### config.mk
export PLATFORM = sky130hd
export DESIGN_NAME = parity_serial_rx_flat
export DESIGN_NICKNAME = d
export VERILOG_FILES = /design/src/rtl/parity_serial_rx_if.sv /design/src/rtl/parity_serial_rx.sv /design/src/flat_wrapper.sv
export SDC_FILE = /design/constraint.sdc
export NUM_CORES = 1
export LEC_CHECK = 0
export CAP_MARGIN = 30
export CORE_MARGIN = 8
export CORE_UTILIZATION = 44
export CTS_CLUSTER_DIAMETER = 120
export CTS_CLUSTER_SIZE = 12
export DETAILED_ROUTE_END_ITERATION = 10
export PLACE_DENSITY = 0.69
export SYNTH_ARGS = -nofsm -noshare
export SYNTH_HDL_FRONTEND = slang
export SYNTH_SLANG_ARGS = --single-unit
### constraint.sdc
create_clock -name clk -period 3.3 [get_ports clk]
set_input_delay 0.99 -clock clk [delete_from_list [all_inputs] [get_ports clk]]
set_output_delay 0.99 -clock clk [all_outputs]
set_load 0.02 [all_outputs]
### src/rtl/parity_serial_rx_if.sv
// Serial-link side and byte-consumer side of the parity receiver, bundled together.
// The master drives the strobe and the line; the slave is the receiver.
interface parity_serial_rx_if;
  logic       bit_en;
  logic       rx_in;
  logic [7:0] data_out;
  logic       data_valid;
  logic       parity_err;
  logic       frame_err;
  logic       busy;

  modport master (
    output bit_en, rx_in,
    input  data_out, data_valid, parity_err, frame_err, busy
  );

  modport slave (
    input  bit_en, rx_in,
    output data_out, data_valid, parity_err, frame_err, busy
  );
endinterface

### src/rtl/parity_serial_rx.sv
// Framed serial receiver: start, 8 data bits LSB first, parity, stop.
// Delivers the byte with parity/framing status and a one-cycle valid pulse.
module parity_serial_rx #(
  parameter bit PARITY_ODD = 1'b0
) (
  input  logic                clk,
  input  logic                rst_n,
  parity_serial_rx_if.slave   bus
);

  // state  | meaning
  // IDLE   | waiting for a start bit (rx_in=0 on a strobe)
  // DATA   | collecting d0..d7, LSB first
  // PARITY | comparing the parity bit against the running XOR
  // STOP   | sampling the stop bit and publishing the frame
  typedef enum logic [1:0] {IDLE, DATA, PARITY, STOP} state_t;

  state_t      state_q, state_d;
  logic [2:0]  cnt_q, cnt_d;
  logic [7:0]  shift_q, shift_d;
  logic        par_q, par_d;
  logic        bad_q, bad_d;
  logic [7:0]  data_q, data_d;
  logic        perr_q, perr_d;
  logic        ferr_q, ferr_d;
  logic        valid_q, valid_d;

  always_ff @(posedge clk or negedge rst_n) begin
    if (!rst_n) begin
      state_q <= IDLE;
      cnt_q   <= 3'd0;
      shift_q <= 8'h00;
      par_q   <= 1'b0;
      bad_q   <= 1'b0;
      data_q  <= 8'h00;
      perr_q  <= 1'b0;
      ferr_q  <= 1'b0;
      valid_q <= 1'b0;
    end else begin
      state_q <= state_d;
      cnt_q   <= cnt_d;
      shift_q <= shift_d;
      par_q   <= par_d;
      bad_q   <= bad_d;
      data_q  <= data_d;
      perr_q  <= perr_d;
      ferr_q  <= ferr_d;
      valid_q <= valid_d;
    end
  end

  always_comb begin
    state_d = state_q;
    cnt_d   = cnt_q;
    shift_d = shift_q;
    par_d   = par_q;
    bad_d   = bad_q;
    data_d  = data_q;
    perr_d  = perr_q;
    ferr_d  = ferr_q;
    valid_d = 1'b0;
    if (bus.bit_en) begin
      unique case (state_q)
        IDLE: begin
          if (!bus.rx_in) begin
            state_d = DATA;
            cnt_d   = 3'd0;
            par_d   = 1'b0;
          end
        end
        DATA: begin
          shift_d[cnt_q] = bus.rx_in;
          par_d          = par_q ^ bus.rx_in;
          cnt_d          = cnt_q + 3'd1;
          if (cnt_q == 3'd7) state_d = PARITY;
        end
        PARITY: begin
          bad_d   = ((par_q ^ bus.rx_in) != PARITY_ODD);
          state_d = STOP;
        end
        STOP: begin
          // Outputs update on the stop edge so they are stable while valid is high.
          data_d  = shift_q;
          perr_d  = bad_q;
          ferr_d  = ~bus.rx_in;
          valid_d = 1'b1;
          state_d = IDLE;
        end
        default: state_d = IDLE;
      endcase
    end
  end

  assign bus.data_out   = data_q;
  assign bus.data_valid = valid_q;
  assign bus.parity_err = perr_q;
  assign bus.frame_err  = ferr_q;
  assign bus.busy       = (state_q != IDLE);

endmodule

### src/flat_wrapper.sv
// flat-port wrapper written by rule: the top's interface ports become plain ports
module parity_serial_rx_flat 
#(
  parameter bit PARITY_ODD = 1'b0
)
  (clk, rst_n, bus_bit_en, bus_rx_in, bus_data_out, bus_data_valid, bus_parity_err, bus_frame_err, bus_busy);
  parity_serial_rx_if bus_i ();
  input  logic clk;
  input  logic rst_n;
  input wire logic [$bits(bus_i.bit_en)-1:0] bus_bit_en;
  input wire logic [$bits(bus_i.rx_in)-1:0] bus_rx_in;
  output wire logic [$bits(bus_i.data_out)-1:0] bus_data_out;
  output wire logic [$bits(bus_i.data_valid)-1:0] bus_data_valid;
  output wire logic [$bits(bus_i.parity_err)-1:0] bus_parity_err;
  output wire logic [$bits(bus_i.frame_err)-1:0] bus_frame_err;
  output wire logic [$bits(bus_i.busy)-1:0] bus_busy;
  assign bus_i.bit_en = bus_bit_en;
  assign bus_i.rx_in = bus_rx_in;
  assign bus_data_out = bus_i.data_out;
  assign bus_data_valid = bus_i.data_valid;
  assign bus_parity_err = bus_i.parity_err;
  assign bus_frame_err = bus_i.frame_err;
  assign bus_busy = bus_i.busy;
  parity_serial_rx #(.PARITY_ODD(PARITY_ODD)) u_core (.clk(clk), .rst_n(rst_n), .bus(bus_i));
endmodule
**Run 1: local utilization**

Scale bar: 20 um. The die is cut into 7 by 7 equal tiles; black is low, pale yellow is high, 0 to 100% covered.
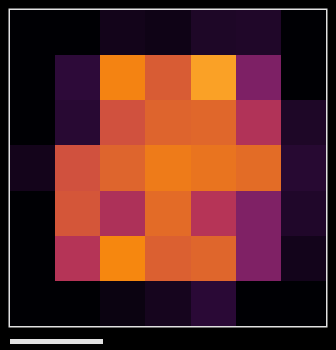
25% of the tiles are nearly empty. 2.0% of the tiles are over 75% full. The mean over all tiles is 30%. The densest ninth of the die: center.
Final Util: 52.5%
core footprint: 0.00266 mm^2

**Run 1: nets reached from selected ports**

Scale bar: 20 um.
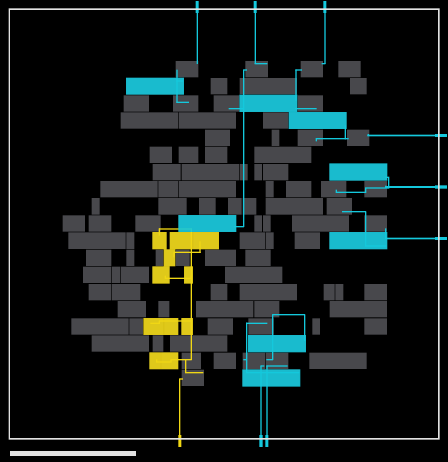
`bus_data_out`: drawn in cyan, direction output, end cells 8, buffers 8, wire 196 um. `bus_bit_en`: drawn in yellow, direction input, end cells 11, buffers 1, wire 65.4 um.
port buffer count: 15
count of pins on the block boundary: 16

==> flow_metrics.tcl, run 1 <==
# collected from the flow reports
set metrics [dict create \
    layout.nonclk_buf_share_pct 11.3 \
    p_total_mw 1.20 \
    postSynthRegisterBits 26 \
    cp_num_buf_inv 3 \
    cts-buffers-inserted 3 \
    pin_count_of_the_biggest_net_entering_global_routing 27 \
    cp_data_required_time_ps 2310 \
    critical_path.startpoint "u_core.state_q[0]" \
    route.antenna.remaining_nets 0 \
    layout.cells.most_common "dfrtp_1" \
    detail_route.wirelength_mm 1.95 \
    synth.top_cell.area_share_pct 55.0 \
    slew_viol_final 0 \
    async_reset_ff_share_pct 100 \
    clock-root-buffer "clkbuf_4" \
    clkSlewWorstSetupHoldPaths_ps 140 \
    synthDominantAreaCellType "dfrtp_1" \
    routedWlPerCell_um 14.0 \
    timing_hold_violations_final 0 \
    power_sequential_mw 0.535 \
    timing.hold.worst_path_depth 2 \
    power-per-cell-area_mw_per_mm2 860 \
    combAreaFraction_pct 35.7 \
    power.share.clock_pct 13.4 \
    syn_inst 92 \
    clock_tree_area_fraction_pct 2.60 \
    top_area_cell_class "flip-flops and latches" \
    cts_tree "done" \
    grt_pass1_wl_mm 3.46 \
    run_status "completed" \
    total_cells_reported_by_yosys_after_synthesis 92 \
    yosys_warnings 0 \
    critical_path.max_fanout 6 \
    cpMostUsedCell "inv_1" \
    edf_count 0 \
    met3_usage_pct 2.13 \
    area_growth_pct 18.2 \
    core_util_floorplan_pct 44.4 \
    antenna_found_initial 0 \
    cts_hold_buffers 0 \
    num_vias 725 \
    highest_count_cells_in_the_layout_ignoring_fill_and_taps "dfrtp_1, clkdlybuf4s50_1, mux2_1, nor2_1, ha_1" \
    post-route-period-util_pct 83.4 \
    grt_pass1_vias 799 \
    crit_path_slowest_cell "clkdlybuf4s50_1" \
    post_synth_instance_area_mm2 0.00118 \
    detailroute.wirelength.met3_um 76 \
    fin_tns_setup_ps 0 \
    critPathKind "reg2out" \
    logic_area_um2 499 \
    nNonClkBuffers 16 \
    holdCritPathClass "reg2reg" \
    dieArea_mm2 0.00460 \
    worstSkewPairLatency_ps 320 \
    clock_net_power_mw 0.162 \
    worst_ep_arrival_time_ps 1760 \
    rows 19 \
    crit_path_max_incr_delay_ps 600 \
    top_cells_by_count "dfrtp_1, mux2_1, nor2_1" \
    num-multi-input-gates 59 \
    global_route.usage.met2_pct 17.2 \
    worst_hold_path.endpoint "u_core.bus.frame_err" \
    most_common_cell "dfrtp_1" \
    drv.max_cap_violation_count 0 \
    place_congestion 0.763 \
    final.clkbuf_count 4 \
    power.switching_fraction_pct 35.6 \
    power_leakage_nw 0.660 \
    cts_htree_levels 1 \
    worstMarginPinSlew_ps 482 \
    route.met2.wl_um 980 \
    top_power_group "sequential cells" \
    drt_first_iter_violations 9 \
    timing.critical_path.max_delay_family "buffers and inverters" \
    seq_power_share_pct 44.5 \
    yosys.area_share.aoi_pct 4.34 \
    use_met1_pct 11.1 \
    max-slew-margin-rel_pct 67.8 \
]
**Run 1: power grid**

Scale bar: 20 um. Pins as bars on the die edge.
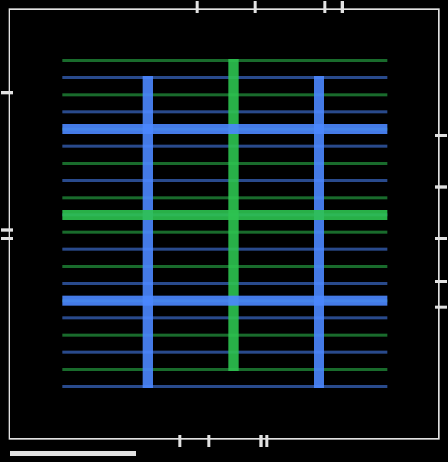
VSS: drawn in blue. VDD: drawn in green.
3 straps on met4. The core has 19 rows. 20 met1 rails follow the rows. 3 straps on met5.
Max IR drop VDD: 0.429 mV
die boundary height: 67.8 um
DIE WIDTH: 67.8 um

--- run 2 (diff from run 1) ---
--- a/config.mk
+++ b/config.mk
@@ -11,7 +11,7 @@
 export CTS_CLUSTER_DIAMETER = 120
 export CTS_CLUSTER_SIZE = 12
 export DETAILED_ROUTE_END_ITERATION = 10
-export PLACE_DENSITY = 0.69
+export PLACE_DENSITY = 0.72
 export SYNTH_ARGS = -nofsm -noshare
 export SYNTH_HDL_FRONTEND = slang
 export SYNTH_SLANG_ARGS = --single-unit
==> constraint.sdc (replaced) <==
create_clock -name clk -period 2.24 [get_ports clk]
set_input_delay 0.672 -clock clk [delete_from_list [all_inputs] [get_ports clk]]
set_output_delay 0.672 -clock clk [all_outputs]
set_load 0.02 [all_outputs]
**Run 2: routing congestion map**

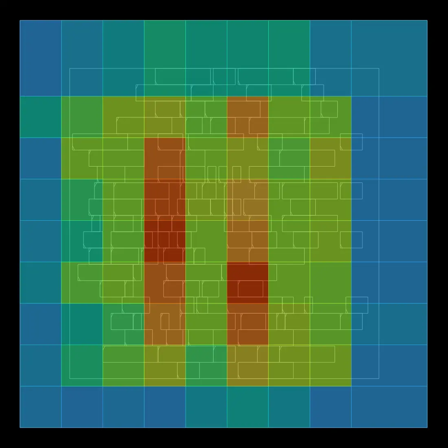
met1 routing resource usage after global routing: 11.1%
Final Util: 52.6%
detailed-route wire length per cell: 13.7 um
overall routing resource usage: 9.67%

**Run 2: local utilization**

Scale bar: 20 um. The die is cut into 7 by 7 equal tiles; black is low, pale yellow is high, 0 to 100% covered.
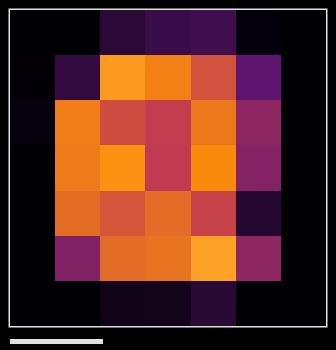
The fullest tile reaches 80%. 35% of the tiles are nearly empty. 6.1% of the tiles are over 75% full.
effective utilization at floorplan: 44.4%

==> flow_metrics.tcl, run 2 <==
# collected from the flow reports
set metrics [dict create \
    seq_power_share_pct 45.8 \
    power.share.clock_pct 10.9 \
    async_reset_ff_share_pct 100 \
    cts_tree "done" \
    global_route.usage.met2_pct 16.6 \
    nNonClkBuffers 18 \
    worstMarginPinSlew_ps 371 \
    power_leakage_nw 0.661 \
    globalRouteOverflowTotal 0 \
    drv.max_cap_violation_count 0 \
    clkSlewWorstSetupHoldPaths_ps 130 \
    rows 19 \
    slew_viol_final 0 \
    clock-root-buffer "clkbuf_4" \
    num_vias 749 \
    max-vdd-ir-drop_mv 0.712 \
    timing.critical_path.max_delay_family "buffers and inverters" \
    top_area_cell_class "flip-flops and latches" \
    critical_path.max_fanout 6 \
    pin_count_of_the_biggest_net_entering_global_routing 27 \
    met3_usage_pct 1.64 \
    grt_setup_unrepaired "false" \
    ff_count 26 \
    critPathKind "reg2out" \
    final.clkbuf_count 3 \
    cts-buffers-inserted 3 \
    run_status "completed" \
    grt_pass1_vias 802 \
    cp_data_required_time_ps 1570 \
    route.met2.wl_um 947 \
    critical_path.startpoint "u_core.state_q[0]" \
    antenna_found_initial 0 \
    drt_first_iter_violations 19 \
    dieArea_mm2 0.00460 \
    core_area_mm2 0.00266 \
    layout.cells.most_common "dfrtp_1" \
    place_congestion 0.737 \
    fin_tns_setup_ps 0 \
    yosys.area_share.aoi_pct 4.34 \
    clock_tree_area_fraction_pct 1.61 \
    post_synth_instance_area_mm2 0.00118 \
    power.switching_fraction_pct 35.9 \
    die_y_um 67.8 \
    cts_hold_buffers 0 \
    timing.hold.worst_path_depth 1 \
    port_buffers 15 \
    timing_hold_violations_final 0 \
    route.antenna.remaining_nets 0 \
    most_common_cell "dfrtp_1" \
    worst_hold_path.endpoint "u_core.bus.data_out[0]" \
    crit_path_slowest_cell "dfrtp_1" \
    adder_share_pct 6.35 \
    worst_ep_arrival_time_ps 1450 \
    post-route-period-util_pct 94.8 \
    total_cells_reported_by_yosys_after_synthesis 92 \
    grt_pass1_wl_mm 3.42 \
    yosys_warnings 0 \
    cp_num_buf_inv 3 \
    cpMostUsedCell "inv_1" \
    power-per-cell-area_mw_per_mm2 1230 \
    area_growth_pct 18.4 \
    top_level_ports 16 \
    cts_htree_levels 1 \
    logic_area_um2 502 \
    top_cells_by_count "dfrtp_1, mux2_1, nor2_1" \
    combAreaFraction_pct 35.8 \
    num-multi-input-gates 59 \
    die_width_um 67.8 \
    syn_inst 92 \
    postSynthRegisterBits 26 \
    fmax_mhz 471 \
    synthDominantAreaCellType "dfrtp_1" \
    holdCritPathClass "reg2reg" \
    max-slew-margin-rel_pct 75.2 \
    detail_route.wirelength_mm 1.93 \
    synth.top_cell.area_share_pct 55.0 \
    p_total_mw 1.73 \
    edf_count 0 \
    min_from "u_core.shift_q[0]" \
    highest_count_cells_in_the_layout_ignoring_fill_and_taps "dfrtp_1, mux2_1, clkdlybuf4s50_1, nor2_1" \
    layout_setup_ws_ps 116 \
    clock_net_power_mw 0.188 \
]
Power figures rest on the tool's default switching activity, not on a simulated workload.
